==> src/rtl/rv32i_ctrl_pkg.sv <==
// rv32i_ctrl_pkg: opcode, ALU, immediate-format and branch codes shared by the RV32I control/execute slice.
package rv32i_ctrl_pkg;

    localparam logic [6:0] OP_LUI    = 7'b0110111;
    localparam logic [6:0] OP_AUIPC  = 7'b0010111;
    localparam logic [6:0] OP_IMM    = 7'b0010011;
    localparam logic [6:0] OP_OP     = 7'b0110011;
    localparam logic [6:0] OP_JAL    = 7'b1101111;
    localparam logic [6:0] OP_JALR   = 7'b1100111;
    localparam logic [6:0] OP_BRANCH = 7'b1100011;
    localparam logic [6:0] OP_LOAD   = 7'b0000011;
    localparam logic [6:0] OP_STORE  = 7'b0100011;

    typedef enum logic [3:0] {
        ALU_ADD   = 4'b0000,
        ALU_SUB   = 4'b1000,
        ALU_SLL   = 4'b0001,
        ALU_SRL   = 4'b0101,
        ALU_SRA   = 4'b1101,
        ALU_SLT   = 4'b0010,
        ALU_SLTU  = 4'b1010,
        ALU_PASSB = 4'b0011,
        ALU_XOR   = 4'b0100,
        ALU_OR    = 4'b0110,
        ALU_AND   = 4'b0111
    } alu_op_e;

    typedef enum logic [2:0] {
        EXT_I = 3'b000,
        EXT_U = 3'b001,
        EXT_S = 3'b010,
        EXT_B = 3'b011,
        EXT_J = 3'b100
    } ext_op_e;

    typedef enum logic [2:0] {
        BR_NONE = 3'b000,
        BR_JAL  = 3'b001,
        BR_JALR = 3'b010,
        BR_EQ   = 3'b100,
        BR_NE   = 3'b101,
        BR_LT   = 3'b110,
        BR_GE   = 3'b111
    } branch_e;

    // alt selects sub/sra; callers only raise it where the encoding allows
    function automatic logic [3:0] alu_from_funct3(input logic [2:0] funct3, input logic alt);
        case (funct3)
            3'b000: return alt ? ALU_SUB : ALU_ADD;
            3'b001: return ALU_SLL;
            3'b010: return ALU_SLT;
            3'b011: return ALU_SLTU;
            3'b100: return ALU_XOR;
            3'b101: return alt ? ALU_SRA : ALU_SRL;
            3'b110: return ALU_OR;
            3'b111: return ALU_AND;
        endcase
    endfunction

endpackage

==> src/rtl/rv32i_alu.sv <==
// rv32i_alu: 32-bit RV32I ALU with less/zero flags evaluated for every operation code.
module rv32i_alu
    import rv32i_ctrl_pkg::*;
(
    input  logic [31:0] a,
    input  logic [31:0] b,
    input  logic [3:0]  alu_ctr,
    output logic [31:0] result,
    output logic        less,
    output logic        zero
);

    always_comb begin
        less = alu_ctr[3] ? (a < b) : ($signed(a) < $signed(b));
        zero = a == b;
        case (alu_ctr)
            ALU_ADD:   result = a + b;
            ALU_SUB:   result = a - b;
            ALU_SLL:   result = a << b[4:0];
            ALU_SRL:   result = a >> b[4:0];
            ALU_SRA:   result = 32'($signed(a) >>> b[4:0]);
            ALU_SLT:   result = {31'b0, less};
            ALU_SLTU:  result = {31'b0, less};
            ALU_PASSB: result = b;
            ALU_XOR:   result = a ^ b;
            ALU_OR:    result = a | b;
            ALU_AND:   result = a & b;
            default:   result = '0;
        endcase
    end

endmodule

==> src/rtl/rv32i_ctrl_exec.sv <==
// rv32i_ctrl_exec: single-cycle RV32I decode, operand mux, ALU and next-PC select resolution.
// Define BRANCH_CNT_EN to build the taken conditional-branch counter; otherwise taken_cnt is 0.
module rv32i_ctrl_exec
    import rv32i_ctrl_pkg::*;
(
    input  logic        clock,
    input  logic        reset,
    input  logic [31:0] instr,
    input  logic [31:0] pc,
    input  logic [31:0] rs1_data,
    input  logic [31:0] rs2_data,
    input  logic [31:0] imm,
    output logic [2:0]  ext_op,
    output logic        reg_wr,
    output logic        mem_to_reg,
    output logic        mem_wr,
    output logic [2:0]  mem_op,
    output logic [2:0]  branch,
    output logic [3:0]  alu_ctr,
    output logic [31:0] alu_result,
    output logic        less,
    output logic        zero,
    output logic        pc_a_src,
    output logic        pc_b_src,
    output logic        illegal,
    output logic        illegal_seen,
    output logic [31:0] taken_cnt
);

    logic [6:0]  opcode;
    logic [2:0]  funct3;
    logic        alu_a_src;
    logic [1:0]  alu_b_src;
    logic [31:0] alu_a;
    logic [31:0] alu_b;
    logic        unused_bits;

    assign opcode      = instr[6:0];
    assign funct3      = instr[14:12];
    assign unused_bits = ^{instr[31], instr[29:15], instr[11:7]};

    always_comb begin
        ext_op     = EXT_I;
        reg_wr     = 1'b0;
        mem_to_reg = 1'b0;
        mem_wr     = 1'b0;
        mem_op     = 3'b000;
        branch     = BR_NONE;
        alu_ctr    = ALU_ADD;
        alu_a_src  = 1'b0;
        alu_b_src  = 2'b00;
        illegal    = 1'b0;
        case (opcode)
            OP_LUI: begin
                ext_op    = EXT_U;
                reg_wr    = 1'b1;
                alu_b_src = 2'b01;
                alu_ctr   = ALU_PASSB;
            end
            OP_AUIPC: begin
                ext_op    = EXT_U;
                reg_wr    = 1'b1;
                alu_a_src = 1'b1;
                alu_b_src = 2'b01;
            end
            OP_IMM: begin
                reg_wr    = 1'b1;
                alu_b_src = 2'b01;
                alu_ctr   = alu_from_funct3(funct3, funct3 == 3'b101 && instr[30]);
            end
            OP_OP: begin
                reg_wr  = 1'b1;
                alu_ctr = alu_from_funct3(funct3, instr[30]);
            end
            OP_JAL: begin
                ext_op    = EXT_J;
                reg_wr    = 1'b1;
                alu_a_src = 1'b1;
                alu_b_src = 2'b10;
                branch    = BR_JAL;
            end
            OP_JALR: begin
                reg_wr    = 1'b1;
                alu_a_src = 1'b1;
                alu_b_src = 2'b10;
                branch    = BR_JALR;
            end
            OP_BRANCH: begin
                ext_op  = EXT_B;
                alu_ctr = funct3[2:1] == 2'b11 ? ALU_SLTU : ALU_SLT;
                // funct3 010/011 are reserved and resolve to no branch
                branch  = funct3[2:1] == 2'b01 ? 3'b000 : {1'b1, funct3[2], funct3[0]};
            end
            OP_LOAD: begin
                reg_wr     = 1'b1;
                mem_to_reg = 1'b1;
                alu_b_src  = 2'b01;
                mem_op     = funct3;
            end
            OP_STORE: begin
                ext_op    = EXT_S;
                mem_wr    = 1'b1;
                alu_b_src = 2'b01;
                mem_op    = funct3;
            end
            default: illegal = 1'b1;
        endcase
    end

    assign alu_a = alu_a_src ? pc : rs1_data;
    assign alu_b = alu_b_src == 2'b01 ? imm : alu_b_src == 2'b10 ? 32'd4 : rs2_data;

    rv32i_alu u_alu (
        .a       (alu_a),
        .b       (alu_b),
        .alu_ctr (alu_ctr),
        .result  (alu_result),
        .less    (less),
        .zero    (zero)
    );

    // branch[0] inverts the condition: eq/ne, lt/ge
    always_comb begin
        pc_a_src = branch[2] ? ((branch[1] ? less : zero) ^ branch[0]) : (branch[1] | branch[0]);
        pc_b_src = branch == BR_JALR;
    end

    always_ff @(posedge clock)
        illegal_seen <= reset ? 1'b0 : (illegal_seen | illegal);

`ifdef BRANCH_CNT_EN
    always_ff @(posedge clock)
        taken_cnt <= reset ? '0 : taken_cnt + 32'(branch[2] & pc_a_src);
`else
    assign taken_cnt = '0;
`endif

endmodule

==> config.mk <==
export PLATFORM = sky130hd
export DESIGN_NAME = rv32i_ctrl_exec
export DESIGN_NICKNAME = d
export VERILOG_FILES = /design/src/rtl/rv32i_ctrl_pkg.sv /design/src/rtl/rv32i_alu.sv /design/src/rtl/rv32i_ctrl_exec.sv
export SDC_FILE = /design/constraint.sdc
export NUM_CORES = 1
export LEC_CHECK = 0
export CAP_MARGIN = 10
export CORE_UTILIZATION = 55
export DETAILED_ROUTE_END_ITERATION = 10
export MAX_ROUTING_LAYER = met4
export PLACE_DENSITY = 0.88
export SLEW_MARGIN = 25
export SYNTH_ARGS = -nofsm -noshare
export SYNTH_HDL_FRONTEND = slang
export SYNTH_SLANG_ARGS = --single-unit
==> constraint.sdc <==
create_clock -name clock -period 12.7 [get_ports clock]
set_clock_uncertainty 0.15 [all_clocks]
set_input_delay 2.54 -clock clock [delete_from_list [all_inputs] [get_ports clock]]
set_output_delay 2.54 -clock clock [all_outputs]
set_load 0.02 [all_outputs]
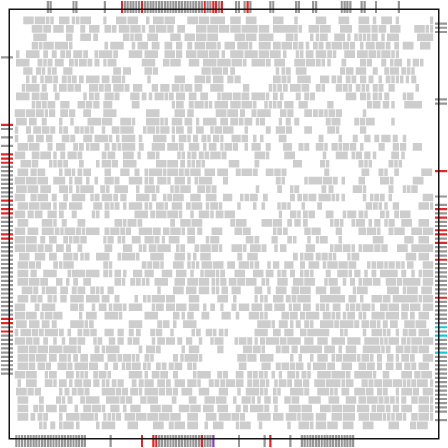
**Above:** run 1 (pin placement).
Pins as bars across the die edge, other pins in gray.
| port | color | pins | direction | edge |
|---|---|---|---|---|
| zero | purple | 1 | output | bottom |
| alu_result | red | 32 | output | 12 left, 8 right, 7 top, 5 bottom |
| ext_op | cyan | 3 | output | right |
all pins by edge: 72 bottom, 60 top, 58 left, 58 right
Die Y: 138 um
Die X-Extent: 138 um
number of I/O port buffers: 194

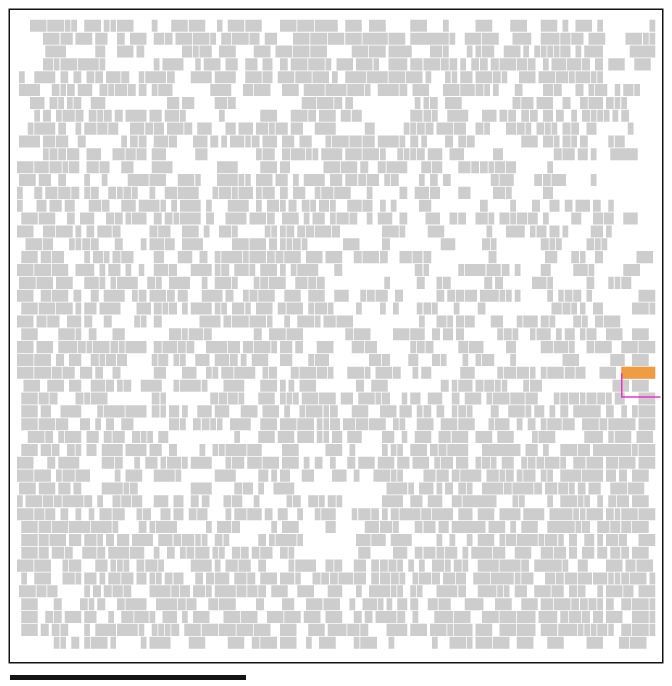
**Above:** run 1 (clock wires, drivers and flops).
Bar = 50 um.
[flip-flops] orange | count: 1
[clock wires] magenta | length: 13.0 um
routed clock nets: 1
worst skew pair latency: 0 ns

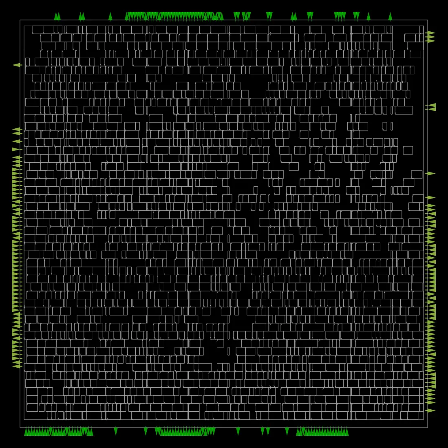
**Above:** run 1 (cell outlines without signal wires).
registers: 1
fin cells: 1946
Util after Layout: 0.667

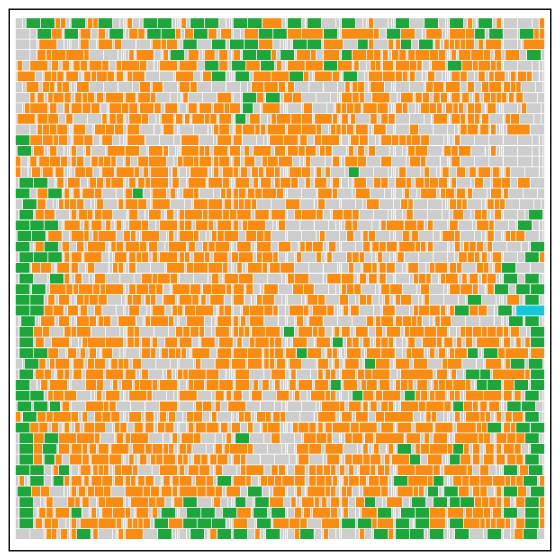
**Above:** run 1 (placement by cell class).
Fill, decap, tap and diode cells in gray.
| class | color | cells |
|---|---|---|
| sequential cells | cyan | 1 |
| combinational and other logic | orange | 1486 |
| remaining buffers and delay cells | green | 226 |
flop share of the area: 0.00167
final instance area: 12000 um2
Cell Rows: 49
Core Area: 18000 um2

## run 1: metrics by stage
stage	cells	util
final	1946	0.667
after global routing	1944	0.666
after CTS	1942	0.666
after detailed placement	1942	0.666
after global placement	1942	0.666
after floorplan	1647	-
## run 1: cell usage after synthesis (18+ instances only)
library cell  count  area [um2]
mux2i_1         107        1070
a21oi_1         183         916
a21o_1           26         195
a31oi_1          29         181
o22ai_1          28         175
and3_1           34         213
o211ai_1         25         188
inv_1            91         342
nand3_1          25         125
a211oi_1         43         323
nor3_1           46         230
mux2_2           18         203
ha_1             97        1210
nand2_1         139         522
nor2_1          193         724
buf_2            23         115
xnor2_1          23         201
o21ai_0          97         485
clkbuf_1         88         330
buf_4            34         255
## run 1: cell families after synthesis
logic type      count (synthesis)  share of synthesized area
simple gates                  510                      0.226
mux                           132                      0.137
buf+inv                       259                      0.116
flops                           1                    0.00197
compound gates                588                      0.373
fa+ha+maj                      99                      0.123
xor+xnor                       26                     0.0224
other cells                     1                   0.000369
## run 1: cell type report
cell class | instances | area [um2] | share of cell area
multi-input cells | 1387 | 9150 | 0.761
repair buffers | 226 | 2180 | 0.182
inverters | 99 | 372 | 0.0309
well taps | 229 | 287 | 0.0238
flip-flops and latches | 1 | 20.0 | 0.00167
diodes | 4 | 10.0 | 0.000833
## run 1: layer usage
metal	up-vias	global-route usage	wire [um]
li1	6085	-	-
met1	6095	0.630	18100
met2	1111	0.709	19300
met3	184	0.154	7120
met4	0	0.182	1980
met5	-	-	0
==> GITHUB_STEP_SUMMARY, run 1 <==
### Yosys + OpenROAD results

| Metric | Value |
|---|---|
| Critical Path RT | 10.01 ns |
| Worst Tran Pin Value | 1.07 ns |
| Die footprint | 19000 um2 |
| Antenna violations before repair | 2 |
| Post-Syn Instances | 1616 |
| CP peak stage delay | 0.87 ns |
| Min Hold Slack | 0.341 ns |
| Via/cell ratio | 6.92 |
| CTS clk-pin slew, worst paths | 0 ns |
| Number of routed nets with antenna violations | 0 |
| Post-synth cell types | 77 |
| Fill count | 1670 |
| Final hold vios | 0 |
| Share of cells above drive strength 1 | 0.0485 |
| YS chip area | 10200 um2 |
| Max cap viols | 0 |
| Largest net degree at the start of global routing | 70 |
| Final TNS setup | 0 ns |
| CP max stage cell | clkdlybuf4s50_1 |
| Grt total ovfl | 0 |
| Kind of critical path | in2out |
| Post-synth ARST share | 0 |
| Worst slack at placement | 1.14 ns |
| Cts repair resizes | 0 |
| Drc violations | 0 |
| Post-Route WL | 46.5 mm |
| Max reg flops | 1 |
| Hold Path Class | reg2reg |
| Area growth, synth to finish | 18.1% |
| Hold Crit Start | illegal_seen |
| Post-CTS Hold Fix Bufs | 0 |
| Seq/Total Area, Yosys | 0.00197 |
| Crit path buffers/inverters | 3 |
| Flop-to-flop setup slack | 11.93 ns |
| Slew Viols, Final | 0 |
| Most instantiated logic cell after routing | clkdlybuf4s50_1 |
| Nets | 1976 |
| GPL Wtd Cong | 1.07 |
| CP Max Fanout | 32 |
| Number of synthesized flops with an enable pin | 0 |
| Syn. warnings | 0 |
| Final setup vio count | 0 |
| Fin crit share | 0.933 |
| Global-route wire length before repair | 69.1 mm |
| Hold path depth | 1 |
| Yosys cell count | 1616 |
| Avg Cell Area, Syn | 6.29 um2 |
| Max Clock Freq | 0.0844 GHz |
| Worst path depth | 18 |
| RR Endpoint | illegal_seen |
| Setup ws final | 0.846 ns |
| Startpoint types | primary input |
| Crit path launch | instr[2] |
| R2r startpoint | illegal_seen |
| Number of global-route vias before repair | 11900 |
| Initial DRC count | 2044 |
| Worst slew margin | 0.289 |
| FP Util | 0.564 |
| Vias | 13500 |
| Area post-placement | 12000 um2 |
| CP cell instances | clkdlybuf4s50_1 > nand4b_1 > or2_2 > and3_1 > a21oi_1 > inv_1 > ha_1 > o221ai_1 > a311oi_1 > o21ai_1 > a211oi_1 > nor3_1 > a21oi_1 > o21ai_1 > a221oi_1 > xnor2_1 > o211ai_1 > clkdlybuf4s50_1 |
| I/O pins | 248 |
| Largest registers | illegal_seen (1) |
| Most flop-heavy register | illegal_seen |
| Synthesized flop and latch total | 1 |
| Number of setup buffers added after CTS | 0 |
| Crit path to | alu_result[31] |
| Family with the most delay on the worst path | AND-OR/OR-AND gates |
| Status | finished, final reports clean |
| GRT Util Overall | 0.490 |
| Synth Cell Area | 10200 um2 |
| Endpoint type of the worst setup path | output port |
| Post-layout minimum cycle time | 11.85 ns |
| Most frequent cells in the layout | clkdlybuf4s50_1 (194), nor2_1 (193), a21oi_1 (181), nand2_1 (139), mux2i_1 (106) |
| RSZ-0062 raised after global routing | no |
| Min-Delay Endpoint | illegal_seen |
| Post-DP HPWL | 35.9 mm |
| Crit path DAT | 9.16 ns |
| Pre-antenna DRT Iters | 9 |
| Count of tool warnings | 115 |
| Per-cell routed wire length | 23.9 um |
| R2R cell count | 1 |
| Commonest flop | dfxtp_1 |
--- run 2 (diff from run 1) ---
--- a/config.mk
+++ b/config.mk
@@ -6,10 +6,10 @@
 export NUM_CORES = 1
 export LEC_CHECK = 0
 export CAP_MARGIN = 10
-export CORE_UTILIZATION = 55
+export CORE_UTILIZATION = 47
 export DETAILED_ROUTE_END_ITERATION = 10
 export MAX_ROUTING_LAYER = met4
-export PLACE_DENSITY = 0.88
+export PLACE_DENSITY = 0.77
 export SLEW_MARGIN = 25
 export SYNTH_ARGS = -nofsm -noshare
 export SYNTH_HDL_FRONTEND = slang
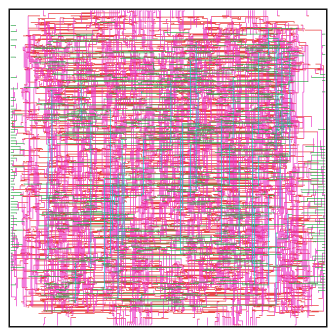
**Above:** run 2 (routed metal, one color a layer).
| layer | color | wire length |
|---|---|---|
| metal 4 | cyan | 1370 um |
| metal 3 | green | 6160 um |
| metal 2 | magenta | 20.5 mm |
| metal 1 | red | 19800 um |
GRT Util Overall: 0.428
Post-Route WL: 47.8 mm
per-cell routed wire length: 23.9 um
vias: 13500

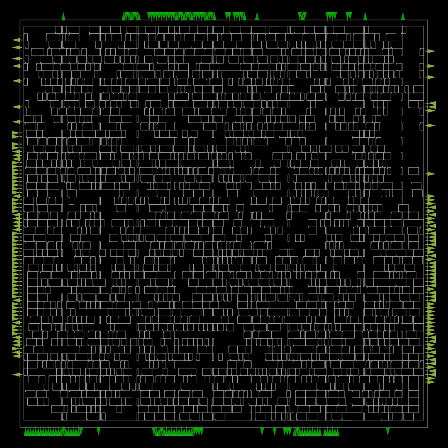
**Above:** run 2 (cell outlines without signal wires).
fin cells: 1996
n_taps: 275

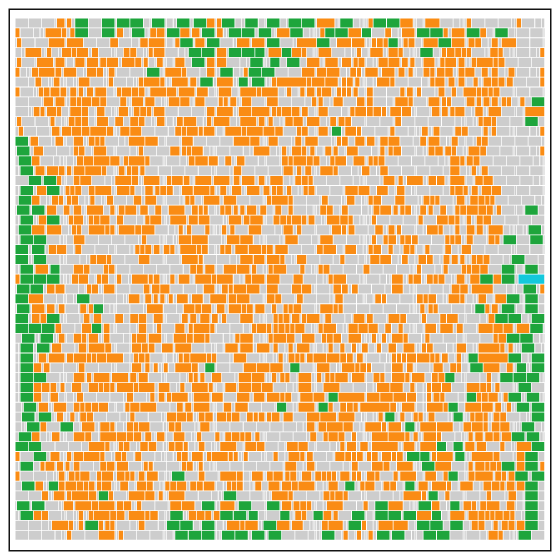
**Above:** run 2 (placement by cell class).
Fill, decap, tap and diode cells in gray.
| class | color | cells |
|---|---|---|
| sequential cells | cyan | 1 |
| combinational and other logic | orange | 1486 |
| remaining buffers and delay cells | green | 234 |
flop share of the area: 0.00165
Core Area: 21100 um2

==> GITHUB_STEP_SUMMARY, run 2 <==
### Yosys + OpenROAD results

| Metric | Value |
|---|---|
| Max reg flops | 1 (unchanged) |
| Area growth, synth to finish | 19.1% |
| Worst slew margin | 0.223 (-0.0657) |
| Most instantiated logic cell after routing | clkdlybuf4s50_1 |
| Final setup vio count | 0 (unchanged) |
| Final TNS setup | 0 ns (unchanged) |
| Seq/Total Area, Yosys | 0.00197 (unchanged) |
| CP Max Fanout | 32 (unchanged) |
| R2R cell count | 1 (unchanged) |
| Critical Path RT | 10.01 ns (about the same) |
| CP cell instances | clkdlybuf4s50_1 > nand4b_1 > or2_2 > and3_1 > a21oi_1 > inv_1 > ha_1 > o221ai_1 > a311oi_1 > o21ai_1 > a211oi_1 > nor3_1 > a21oi_1 > o21ai_1 > a221oi_1 > xnor2_1 > o211ai_1 > clkdlybuf4s50_1 |
| Number of global-route vias before repair | 11800 (-0.50%) |
| Endpoint type of the worst setup path | output port |
| Largest registers | illegal_seen (1) |
| Cts repair resizes | 0 (unchanged) |
| CP peak stage delay | 0.72 ns (-0.15 ns) |
| Die X-Extent | 149 um (+8.1%) |
| Post-synth cell types | 77 (unchanged) |
| Area share, top type | 0.119 (unchanged) |
| N_diodes | 0 (-4) |
| Drc violations | 0 (unchanged) |
| Avg Cell Area, Syn | 6.29 um2 (unchanged) |
| Share of cells above drive strength 1 | 0.0529 (+0.00442) |
| Post-Syn Instances | 1616 (unchanged) |
| Startpoint types | primary input |
| Pre-antenna DRT Iters | 6 (-3) |
| Most flop-heavy register | illegal_seen |
| Nets | 1984 (+0.40%) |
| Die Y | 149 um (+8.1%) |
| Logic cell area | 9140 um2 (about the same) |
| Hold path depth | 1 (unchanged) |
| Synth area leader | ha_1 |
| Hold Path Class | reg2reg |
| Syn. warnings | 0 (unchanged) |
| Final instance area | 12100 um2 (+0.82%) |
| Grt total ovfl | 0 (unchanged) |
| Worst Tran Pin Value | 1.15 ns (+0.0863 ns) |
| Global-route wire length before repair | 71.3 mm (+3.1%) |
| Worst slack at placement | 1.29 ns (+0.149 ns) |
| RSZ-0062 raised after global routing | no |
| Post-layout minimum cycle time | 11.72 ns (-0.138 ns) |
| Post-CTS Hold Fix Bufs | 0 (unchanged) |
| Setup ws final | 0.984 ns (+0.138 ns) |
| DP Cell Count | 1996 (+2.8%) |
| Util after Layout | 0.574 (-0.0921) |
| Yosys cell count | 1616 (unchanged) |
| Number of synthesized flops with an enable pin | 0 (unchanged) |
| Status | finished, final reports clean |
| FP Util | 0.482 (-0.0820) |
| Most frequent cells in the layout | clkdlybuf4s50_1 (194), nor2_1 (193), a21oi_1 (181), nand2_1 (139), mux2i_1 (106) |
| Synth Cell Area | 10200 um2 (unchanged) |
| Cell Rows | 53 (+8.2%) |
| Area post-placement | 12100 um2 (+0.97%) |
| Die footprint | 22200 um2 (+17%) |
| Number of setup buffers added after CTS | 0 (unchanged) |
| Min Hold Slack | 0.338 ns (-0.00290 ns) |
| Post-DP HPWL | 37.4 mm (+4.0%) |
| Antenna violations before repair | 0 (-2) |
| Biggest area cells | ha_1 (12%), mux2i_1 (11%), a21oi_1 (9.0%) |
| Post-synth ARST share | 0 (unchanged) |
| Final hold vios | 0 (unchanged) |
| Fin crit share | 0.922 (-0.0109) |
| Number of routed nets with antenna violations | 0 (unchanged) |
| FF+latch area | 20.0 um2 (unchanged) |
| I/O pins | 248 (unchanged) |
| Fill count | 2143 (+28%) |
| Slew Viols, Final | 0 (unchanged) |
| Initial DRC count | 1833 (-10%) |
| Commonest cells in the synthesized netlist | nor2_1 (193), a21oi_1 (183), nand2_1 (139) |
| Kind of critical path | in2out |
| Count of tool warnings | 115 (unchanged) |
| GPL Wtd Cong | 1.02 (-4.8%) |
| CTS clk-pin slew, worst paths | 0 ns (unchanged) |
| Via/cell ratio | 6.76 (-2.4%) |
| Synthesized flop and latch total | 1 (unchanged) |
| YS chip area | 10200 um2 (unchanged) |
| Commonest flop | dfxtp_1 |
## run 2: netlist changes by cell type in the layout (fill, tap and decap cells not counted), sizes merged
cell,change
buf,+8
diode,-4
## run 2: path summary, 6_finish.rpt
check	to	startpoint	slack, ns
min	illegal_seen	illegal_seen	0.34
min reg2reg	illegal_seen	illegal_seen	0.34
max reg2reg	illegal_seen	illegal_seen	11.94
max	alu_result[31]	instr[6]	0.98
## run 2: critical path: cells and delay by family
family	cells	cell delay, ns
and+or+nand+nor	4	1.37
xor gates and xnor gates	1	0.11
buffers and inverters	3	1.48
adders and majority gates	1	0.50
AOI/OAI and AO/OA	9	3.01
## run 2: cell type report
cell class	instances	area share
inverters	99	0.0307
repair buffers	234	0.185
multi-input cells	1387	0.754
well taps	275	0.0284
flip-flops and latches	1	0.00165
## run 2: kinds of logic after synthesis
logic type,after synthesis,share of synthesized area
compound gates,588,0.373
xor+xnor,26,0.0224
fa+ha+maj,99,0.123
buf+inv,259,0.116
flops,1,0.00197
mux,132,0.137
other cells,1,0.000369
simple gates,510,0.226
## run 2: metal layers
layer	GRT usage	routed length [um]
met2	0.644	20500
met3	0.0670	6160
met4	0.111	1370
met5	-	0
met1	0.589	19800
